==> config.mk <==
export PLATFORM = sky130hd
export DESIGN_NAME = auth_responder_flat
export DESIGN_NICKNAME = d
export VERILOG_FILES = /design/src/rtl/auth_responder_if.sv /design/src/rtl/auth_responder.sv /design/src/flat_wrapper.sv
export SDC_FILE = /design/constraint.sdc
export NUM_CORES = 1
export LEC_CHECK = 0
export CORE_MARGIN = 1
export CORE_UTILIZATION = 45
export CTS_BUF_LIST = sky130_fd_sc_hd__clkbuf_16
export CTS_CLUSTER_DIAMETER = 120
export DETAILED_ROUTE_END_ITERATION = 10
export GPL_TIMING_DRIVEN = 0
export HOLD_SLACK_MARGIN = 0.02
export PLACE_DENSITY_LB_ADDON = 0.08
export SETUP_SLACK_MARGIN = 0.05
export SYNTH_ARGS = -nofsm -noshare
export SYNTH_HDL_FRONTEND = slang
export SYNTH_SLANG_ARGS = --single-unit
==> constraint.sdc <==
create_clock -name clk -period 11.98 [get_ports clk]
set_input_delay 2.396 -clock clk [delete_from_list [all_inputs] [get_ports clk]]
set_output_delay 2.396 -clock clk [all_outputs]
set_load 0.01 [all_outputs]
==> src/rtl/auth_responder_if.sv <==
// rtl/auth_responder_if.sv - byte-stream and status bundle between the UART cores and auth_responder
interface auth_responder_if;
  logic [7:0] rx_data;
  logic       rx_data_valid;
  logic       tx_busy;
  logic [7:0] tx_data;
  logic       tx_data_valid;
  logic       busy;
  logic       resp_done;
  logic       frame_err;

  modport master (
    output rx_data, rx_data_valid, tx_busy,
    input  tx_data, tx_data_valid, busy, resp_done, frame_err
  );

  modport slave (
    input  rx_data, rx_data_valid, tx_busy,
    output tx_data, tx_data_valid, busy, resp_done, frame_err
  );
endinterface

==> src/rtl/auth_responder.sv <==
// rtl/auth_responder.sv - parses CHAL:<32 hex>\n, answers RESP:<(chal^KEY)+KEY>\n over uart_tx
// Define AUTH_RESP_LC_HEX_EN to also accept lowercase a-f in the challenge digits.
module auth_responder #(
  parameter logic [127:0] SECRET_KEY     = 128'hDEAD_BEEF_CAFE_BABE_1337_C0DE_FACE_FEED,
  parameter logic [25:0]  TIMEOUT_CYCLES = 26'd12_000_000
) (
  input  logic              clk,
  input  logic              rst,
  auth_responder_if.slave   bus
);

  typedef enum logic [2:0] {
    S_HUNT, S_DIGITS, S_EOL, S_CALC, S_ISSUE, S_WAIT_HI, S_WAIT_LO
  } state_t;

  state_t        state_q, state_d;
  logic [2:0]    hunt_idx_q, hunt_idx_d;
  logic [4:0]    dig_cnt_q, dig_cnt_d;
  logic [5:0]    tx_idx_q, tx_idx_d;
  logic [127:0]  chal_q, chal_d;
  logic [127:0]  resp_q, resp_d;
  logic [25:0]   idle_q, idle_d;
  logic          resp_done_q, resp_done_d;
  logic          frame_err_q, frame_err_d;
  logic          timed_out;
  logic [4:0]    digit;

  function automatic logic [7:0] hunt_char(input logic [2:0] idx);
    case (idx)
      3'd0:    hunt_char = 8'h43;
      3'd1:    hunt_char = 8'h48;
      3'd2:    hunt_char = 8'h41;
      3'd3:    hunt_char = 8'h4C;
      default: hunt_char = 8'h3A;
    endcase
  endfunction

  // {valid, value}
  function automatic logic [4:0] hex_val(input logic [7:0] b);
    hex_val = 5'd0;
    if (b >= 8'h30 && b <= 8'h39)
      hex_val = {1'b1, b[3:0]};
    else if (b >= 8'h41 && b <= 8'h46)
      hex_val = {1'b1, b[3:0] + 4'd9};
`ifdef AUTH_RESP_LC_HEX_EN
    else if (b >= 8'h61 && b <= 8'h66)
      hex_val = {1'b1, b[3:0] + 4'd9};
`endif
  endfunction

  function automatic logic [7:0] hex_char(input logic [3:0] n);
    hex_char = (n < 4'd10) ? {4'h3, n} : (8'h37 + {4'h0, n});
  endfunction

  // resp_q is shifted left after every nibble, so the next nibble is always on top
  function automatic logic [7:0] tx_byte(input logic [5:0] idx, input logic [3:0] nib);
    case (idx)
      6'd0:    tx_byte = 8'h52;
      6'd1:    tx_byte = 8'h45;
      6'd2:    tx_byte = 8'h53;
      6'd3:    tx_byte = 8'h50;
      6'd4:    tx_byte = 8'h3A;
      6'd37:   tx_byte = 8'h0A;
      default: tx_byte = hex_char(nib);
    endcase
  endfunction

  assign timed_out = (idle_q >= TIMEOUT_CYCLES - 26'd1);
  assign digit     = hex_val(bus.rx_data);

  always_comb begin
    state_d       = state_q;
    hunt_idx_d    = hunt_idx_q;
    dig_cnt_d     = dig_cnt_q;
    tx_idx_d      = tx_idx_q;
    chal_d        = chal_q;
    resp_d        = resp_q;
    idle_d        = idle_q + 26'd1;
    resp_done_d   = 1'b0;
    frame_err_d   = 1'b0;
    bus.tx_data       = 8'h00;
    bus.tx_data_valid = 1'b0;

    if (bus.rx_data_valid || (state_q == S_HUNT && hunt_idx_q == 3'd0) ||
        state_q == S_CALC || state_q == S_ISSUE ||
        state_q == S_WAIT_HI || state_q == S_WAIT_LO)
      idle_d = 26'd0;

    case (state_q)
      S_HUNT: begin
        if (bus.rx_data_valid) begin
          if (bus.rx_data == hunt_char(hunt_idx_q)) begin
            if (hunt_idx_q == 3'd4) begin
              state_d    = S_DIGITS;
              hunt_idx_d = 3'd0;
              dig_cnt_d  = 5'd0;
            end else begin
              hunt_idx_d = hunt_idx_q + 3'd1;
            end
          end else begin
            hunt_idx_d = (bus.rx_data == 8'h43) ? 3'd1 : 3'd0;
          end
        end else if (hunt_idx_q != 3'd0 && timed_out) begin
          frame_err_d = 1'b1;
          hunt_idx_d  = 3'd0;
          idle_d      = 26'd0;
        end
      end
      S_DIGITS: begin
        if (bus.rx_data_valid) begin
          if (digit[4]) begin
            chal_d    = {chal_q[123:0], digit[3:0]};
            dig_cnt_d = dig_cnt_q + 5'd1;
            if (dig_cnt_q == 5'd31)
              state_d = S_EOL;
          end else begin
            frame_err_d = 1'b1;
            state_d     = S_HUNT;
            hunt_idx_d  = (bus.rx_data == 8'h43) ? 3'd1 : 3'd0;
          end
        end else if (timed_out) begin
          frame_err_d = 1'b1;
          state_d     = S_HUNT;
          hunt_idx_d  = 3'd0;
          idle_d      = 26'd0;
        end
      end
      S_EOL: begin
        if (bus.rx_data_valid) begin
          if (bus.rx_data == 8'h0A) begin
            state_d = S_CALC;
          end else begin
            frame_err_d = 1'b1;
            state_d     = S_HUNT;
            hunt_idx_d  = 3'd0;
          end
        end else if (timed_out) begin
          frame_err_d = 1'b1;
          state_d     = S_HUNT;
          hunt_idx_d  = 3'd0;
          idle_d      = 26'd0;
        end
      end
      S_CALC: begin
        resp_d   = (chal_q ^ SECRET_KEY) + SECRET_KEY;
        tx_idx_d = 6'd0;
        state_d  = S_ISSUE;
      end
      S_ISSUE: begin
        if (!bus.tx_busy) begin
          bus.tx_data       = tx_byte(tx_idx_q, resp_q[127:124]);
          bus.tx_data_valid = 1'b1;
          state_d           = S_WAIT_HI;
        end
      end
      S_WAIT_HI: begin
        if (bus.tx_busy)
          state_d = S_WAIT_LO;
      end
      S_WAIT_LO: begin
        if (!bus.tx_busy) begin
          if (tx_idx_q == 6'd37) begin
            resp_done_d = 1'b1;
            state_d     = S_HUNT;
            hunt_idx_d  = 3'd0;
          end else begin
            if (tx_idx_q >= 6'd5)
              resp_d = {resp_q[123:0], 4'h0};
            tx_idx_d = tx_idx_q + 6'd1;
            state_d  = S_ISSUE;
          end
        end
      end
      default: state_d = S_HUNT;
    endcase
  end

  assign bus.busy      = (state_q == S_CALC) || (state_q == S_ISSUE) ||
                         (state_q == S_WAIT_HI) || (state_q == S_WAIT_LO);
  assign bus.resp_done = resp_done_q;
  assign bus.frame_err = frame_err_q;

  always_ff @(posedge clk or posedge rst) begin
    if (rst) begin
      state_q     <= S_HUNT;
      hunt_idx_q  <= 3'd0;
      dig_cnt_q   <= 5'd0;
      tx_idx_q    <= 6'd0;
      chal_q      <= 128'd0;
      resp_q      <= 128'd0;
      idle_q      <= 26'd0;
      resp_done_q <= 1'b0;
      frame_err_q <= 1'b0;
    end else begin
      state_q     <= state_d;
      hunt_idx_q  <= hunt_idx_d;
      dig_cnt_q   <= dig_cnt_d;
      tx_idx_q    <= tx_idx_d;
      chal_q      <= chal_d;
      resp_q      <= resp_d;
      idle_q      <= idle_d;
      resp_done_q <= resp_done_d;
      frame_err_q <= frame_err_d;
    end
  end

endmodule
==> src/flat_wrapper.sv <==
// flat-port wrapper written by rule: the top's interface ports become plain ports
module auth_responder_flat 
#(
  parameter logic [127:0] SECRET_KEY     = 128'hDEAD_BEEF_CAFE_BABE_1337_C0DE_FACE_FEED,
  parameter logic [25:0]  TIMEOUT_CYCLES = 26'd12_000_000
)
  (clk, rst, bus_rx_data, bus_rx_data_valid, bus_tx_busy, bus_tx_data, bus_tx_data_valid, bus_busy, bus_resp_done, bus_frame_err);
  auth_responder_if bus_i ();
  input  logic clk;
  input  logic rst;
  input wire logic [$bits(bus_i.rx_data)-1:0] bus_rx_data;
  input wire logic [$bits(bus_i.rx_data_valid)-1:0] bus_rx_data_valid;
  input wire logic [$bits(bus_i.tx_busy)-1:0] bus_tx_busy;
  output wire logic [$bits(bus_i.tx_data)-1:0] bus_tx_data;
  output wire logic [$bits(bus_i.tx_data_valid)-1:0] bus_tx_data_valid;
  output wire logic [$bits(bus_i.busy)-1:0] bus_busy;
  output wire logic [$bits(bus_i.resp_done)-1:0] bus_resp_done;
  output wire logic [$bits(bus_i.frame_err)-1:0] bus_frame_err;
  assign bus_i.rx_data = bus_rx_data;
  assign bus_i.rx_data_valid = bus_rx_data_valid;
  assign bus_i.tx_busy = bus_tx_busy;
  assign bus_tx_data = bus_i.tx_data;
  assign bus_tx_data_valid = bus_i.tx_data_valid;
  assign bus_busy = bus_i.busy;
  assign bus_resp_done = bus_i.resp_done;
  assign bus_frame_err = bus_i.frame_err;
  auth_responder #(.SECRET_KEY(SECRET_KEY), .TIMEOUT_CYCLES(TIMEOUT_CYCLES)) u_core (.clk(clk), .rst(rst), .bus(bus_i));
endmodule
Figure 1. Sequential cells coloured by netlist name (run 1).
Other sequential cells in the stronger grey, the rest of the logic in the fainter grey.
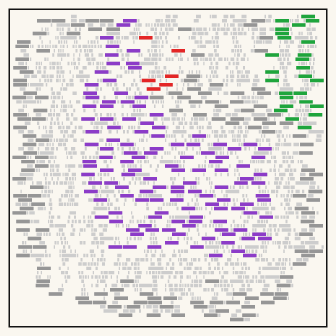
| colour | netlist name | placed flops |
|---|---|---|
| purple | u_core.resp_q | 128 |
| green | u_core.idle_q | 26 |
| red | u_core.tx_idx_q | 6 |
not coloured: 141

Figure 2. Cell outlines without signal wires (run 1).
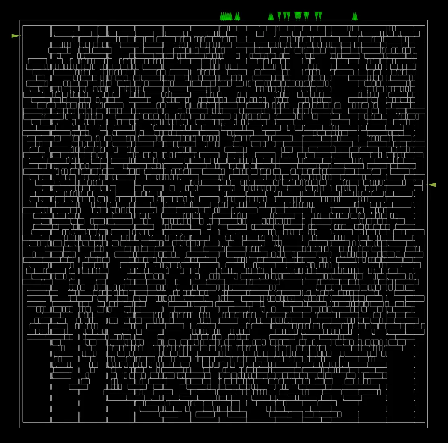
# Taps: 518
core area: 38900 um^2

Figure 3. Metal 2 (run 1).
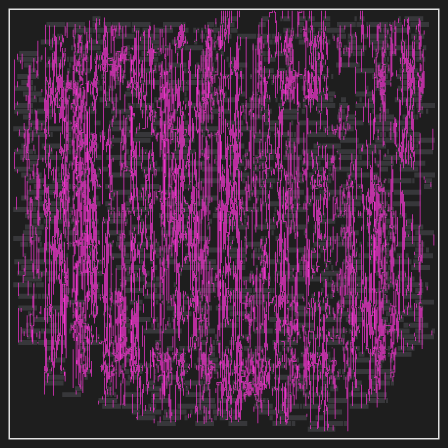
wire length on this layer: 24.3 mm
main direction: vertical
Post-Route WL: 54000 um
met2 GRT Util: 42.1%
routed via count: 15722

Figure 4. M1 wires (run 1).
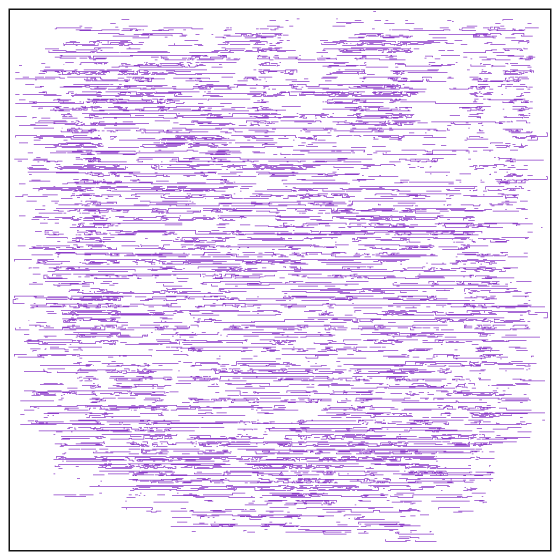
share of all routed wire: 46%
longest straight run: 49.2 um
wire length on this layer: 24.8 mm
main direction: horizontal
GRT met1 Usage: 38.6%

run 1: kinds of logic after synthesis:
family	synth area share, %
simple gates	20.4
compound gates	18.3
flops	42.1
buf+inv	4.37
xor+xnor	6.91
mux	6.50
fa+ha+maj	1.33
other cells	0.0210
run 1: cell usage after synthesis, drive strengths merged, types with 22 or more instances:
| library cell | instances |
|---|---|
| nor3 | 27 |
| xor2 | 61 |
| nand2 | 287 |
| xnor2 | 80 |
| o21ai | 215 |
| or3 | 22 |
| mux2 | 97 |
| clkbuf | 116 |
| dfrtp | 301 |
| buf | 30 |
| nor2 | 169 |
| a21oi | 157 |
| inv | 49 |
| a31oi | 36 |
| nand3 | 88 |
| nand4 | 38 |
| and3 | 47 |
run 1: registers in the layout (all words and copies together), names as in the netlist:
signal / flops
u_core.hunt_idx_q: 3
u_core.tx_idx_q: 6
u_core.dig_cnt_q: 5
u_core.idle_q: 26
u_core.chal_q: 128
u_core.bus.frame_err: 1
u_core.bus.resp_done: 1
u_core.state_q: 3
u_core.resp_q: 128
run 1: power by group through the flow:
stage	logic (mW)	registers, mW	clock network, mW
after floorplan	0.495	1.34	0
after global placement	0.681	1.37	0
after detailed placement	0.695	1.38	0
after CTS	0.698	1.36	1.08
after global routing	0.798	1.39	1.12
final	0.696	1.36	1.05
run 1: area by class of cell:
type	instances	area share, %
well taps	518	3.26
clock inverters	22	0.849
multi-input cells	1573	48.1
clock buffers	37	4.65
plain buffers	146	3.01
inverters	49	0.962
repair buffers	23	1.33
flip-flops and latches	301	37.9
run 1: routing by layer:
layer | vias up | part of all wire, % | global-route usage, %
met4 | 0 | 2.9 | 8.52
met3 | 87 | 6.1 | 4.50
met1 | 7740 | 46 | 38.6
met5 | - | 0 | 0
li1 | 7427 | - | -
met2 | 468 | 45 | 42.1
==> results.ini, run 1 <==
[logic_synthesis]
topCellsByArea = dfrtp_1 42%, mux2_2 6.1%, nand2_1 6.0%
synth_area_um2 = 17900
yosys_most_used_dff = dfrtp_1
yosys_warnings = 0
synthArstFlopShare_pct = 100
fp_nets = 2100
synth_stat.cells = 2069
edf_count = 0
ys_seq_share_pct = 42.1
synth.distinct_cells = 93
netlist.area_leader.share_pct = 42.1

[outcome]
status = complete, no violations

[layout]
fin_cells = 2669
lay_top_cells = 301 x dfrtp_1, 286 x nand2_1, 206 x o21ai_0
drive_above_1_share_pct = 9.48
flop_area_um2 = 7530
antenna-diode-count = 0
fill_cells = 3763
final_area_um2 = 19900
fin_util_pct = 51.1

[pwr]
switching_share_pct = 32.3
power_density_nw_per_um2 = 156
p_total_mw = 3.11
pwr-share-comb_pct = 22.4
p_int_mw = 2.10
power_leakage_nw = 8.32
switchingPower_mw = 1.01

[floorplan]
dieHeight_um = 201
initCoreUtil_pct = 45.9
row_count = 72
die_x_um = 201
ios = 24

[timing]
finalCritPeriodShare_pct = 58.4
min_period_ns = 6.99
holdWs_ns = 0.480
relSlewSlack_pct = 18.5
finalSetupTns_ns = 0
grt_setup_unrepaired = false
fmax_mhz = 143
final-setup-viol-count = 0
finalHoldViolCount = 0
finalWorstSetupSlack_ns = 4.99
slew_violations = 0

[hold_path]
min_to = u_core.resp_q[14]
min_path_cells = 2
hp-start = u_core.resp_q[14]

[worst_setup_path]
worst-path-stages = 6
crit_top_cell = clkdlybuf4s50_1
end_kind = output port
worst-setup-path-type = in2out
cp-start-kind = input pin
cp.buffers_inverters = 4
cp-startpoint = bus_tx_busy
crit_required_ns = 9.58
cp_slowest_stage_delay_ns = 0.68
critPathTopFamily = buffers and inverters
crit_end = bus_tx_data[6]
reg2reg_slack_ns = 8.13
cpMaxStageDelayCell = or4b_2
r2r-end = u_core.resp_q[115]
cp_max_fo = 8
rr_worst_depth = 11
worstPathArrival_ns = 4.60

[clock_tree]
cts_buffer_depth = 3
cts_tree = yes
postCtsSetupRepairBufs = 0
ctsResizeCount = 0
clk_latency_ns = 0.55
htree_levels = 2
clock-sinks = 301
clk_pin_slew_worst_paths_ns = 0.05
numCtsBuffers = 36

[drt]
vias_per_cell = 5.89
ant_nets = 0

[global_routing]
grt_antenna_before_repair = 0
grt_pass1_wl_um = 87500
grt_max_degree = 119
grt_pass1_vias = 15305

[run]
warnings = 40

[place]
gp_congestion = 0.926
place_area_um2 = 18800
dpl.hpwl_um = 38900
io_buffer_count = 21

Figure 5. Cell density map (run 1).
The die is cut into 20 by 20 equal tiles; white is low, dark blue is high, 0 to 100% covered.
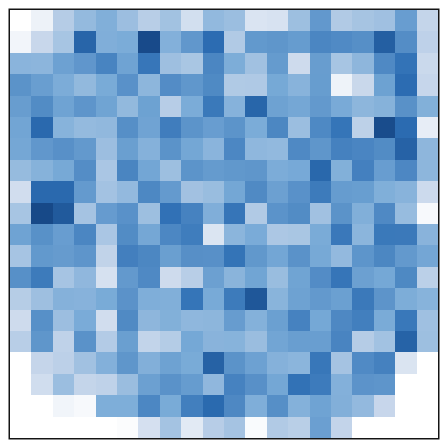

## Run 2: what changed since run 1
- clock period: 11.98 -> 5.8 ns (I/O delays scaled with it)
Figure 6. Cell density map (run 2).
The die is cut into 20 by 20 equal tiles; white is low, dark blue is high, 0 to 100% covered.
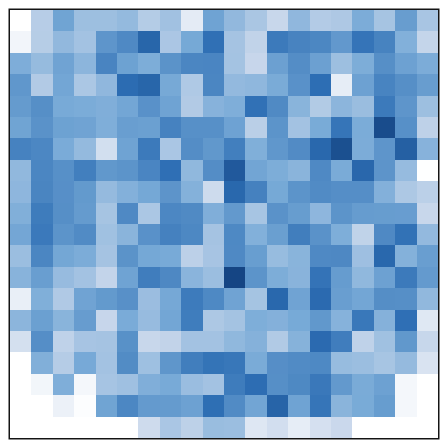
nearly empty tiles: 4.8%
mean over tiles: 48%
fullest tile: 92%
tiles over 75% full: 4.3%
emptiest ninth of the die: bottom left

Figure 7. M1 wires (run 2).
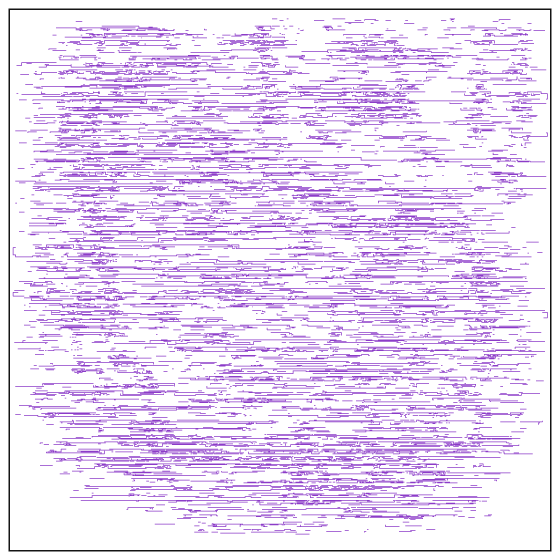
share of all routed wire: 46%
nets with wire on the layer: 2052
longest straight run: 52.4 um
main direction: horizontal
wire length on this layer: 25.3 mm
GRT met1 Usage: 39.5%
Post-Route WL: 54500 um
routed via count: 15794

==> results.ini, run 2 <==
[outcome]
status = complete, no violations

[global_routing]
busiest_layer = met2
grt_pass1_vias = 15396  ; +0.59%
grt_pass1_wl_um = 88000  ; +0.57%
grt_use_met2_pct = 41.8  ; -0.33 points

[timing]
relSlewSlack_pct = 24.4  ; +6.0 points
min_period_ns = 4.85
slew_violations = 0  ; unchanged
finalHoldViolCount = 0  ; unchanged
grt_setup_unrepaired = false

[drt]
m1WireLength_um = 25300  ; +1.9%
dr_wl_met3_um = 3160  ; -3.8%
maxUsedRoutingLayer = met4
vias_per_cell = 5.89  ; about the same
ant_nets = 0  ; unchanged

[logic_synthesis]
yosys_most_used_dff = dfrtp_1
ys_seq_share_pct = 42.1  ; unchanged
topCellsByArea = dfrtp_1 42%, mux2_2 6.1%, nand2_1 6.0%
synth_stat.cells = 2069  ; unchanged
top_cells_by_count = 301 x dfrtp_1, 286 x nand2_1, 206 x o21ai_0

[pwr]
pwr-share-comb_pct = 22.3  ; about the same
p_int_mw = 4.37  ; +110%
power_density_nw_per_um2 = 323  ; +110%

[worst_setup_path]
cp-start-kind = input pin
critPathTopFamily = buffers and inverters
worstPathArrival_ns = 5.27  ; +0.67 ns
cp_max_fo = 10  ; +2
end_kind = flip-flop
crit_required_ns = 6.21  ; -3.37 ns

[layout]
fill_cells = 3773  ; +0.27%
fin_util_pct = 51.5  ; +0.34 points
bufAreaShareNonClock_pct = 4.83  ; +0.50 points
combAreaFraction_pct = 47.8  ; -0.32 points
largest_class = logic gates
antenna-diode-count = 0  ; unchanged
logic_gate_count = 1573  ; unchanged
n_all_inverters = 49  ; unchanged
buffers_excl_clock = 175  ; +3.6%

[clock_tree]
clk_latency_ns = 0.56  ; about the same
postCtsSetupRepairBufs = 0  ; unchanged

[floorplan]
ios = 24  ; unchanged
initCoreUtil_pct = 45.9  ; unchanged
dieHeight_um = 201  ; unchanged

[place]
dpl.hpwl_um = 39300  ; +1.1%
io_buffer_count = 21  ; unchanged

Figure 8. Metal 2 (run 2).
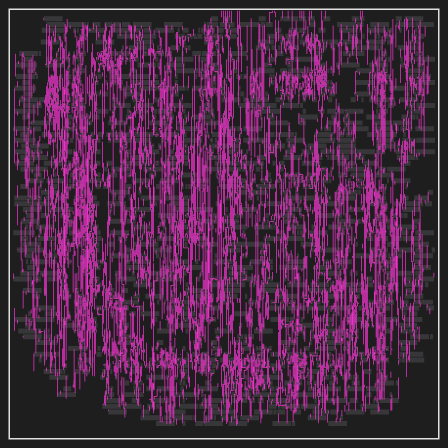
wire length on this layer: 24.5 mm
share of all routed wire: 45%
nets with wire on the layer: 1751
main direction: vertical
longest straight run: 96.4 um

run 2: cell counts after synthesis:
No cell type changed its count.
run 2: path summary, 6_finish.rpt:
check,startpoint,to,slack (ns),cells after the start
min in group asynchronous,rst,u_core.chal_q[24],0.97,2
max in group asynchronous,rst,u_core.chal_q[84],3.24,7
setup / recovery,bus_rx_data[1],u_core.chal_q[0],0.95,11
hold / removal,u_core.resp_q[85],u_core.resp_q[85],0.48,2
setup reg to reg,u_core.chal_q[51],u_core.resp_q[115],1.92,11
hold reg to reg,u_core.resp_q[85],u_core.resp_q[85],0.48,2
run 2: cell families after synthesis:
| group | synth area share, % |
|---|---|
| flip-flops | 42.1 |
| AND/OR/NAND/NOR | 20.4 |
| adder cells (fa/ha/maj) | 1.33 |
| buffers and inverters | 4.37 |
| XOR/XNOR | 6.91 |
| multiplexers | 6.50 |
| AND-OR/OR-AND | 18.3 |
| other | 0.0210 |
run 2: metrics by stage:
step           setup TNS [ns]  cell area (um^2)  total power [mW]  setup WS (ns)
2_1_floorplan               0             17900              3.79          0.639
3_3_place_gp          -490.33             18700              4.24          -1.68
3_5_place_dp                0             18900              4.29          0.356
4_1_cts                     0             20000              6.53          0.875
5_1_grt                     0             20000              6.86          0.695
6_report                    0             20000              6.47          0.948
run 2: tightest hold or removal path, delay by kind of cell, from the launching register on:
kind	cells	cell delay, ns
flops	1	0.34
simple gates	2	0.10
run 2: power by group through the flow:
stage	combinational (mW)	clock (mW)	sequential [mW]
floorplan	1.02	0	2.77
global placement	1.41	0	2.83
detailed placement	1.44	0	2.84
CTS	1.45	2.27	2.81
global route	1.64	2.35	2.87
finish	1.44	2.21	2.81
Power is estimated from default activity; no workload was simulated.
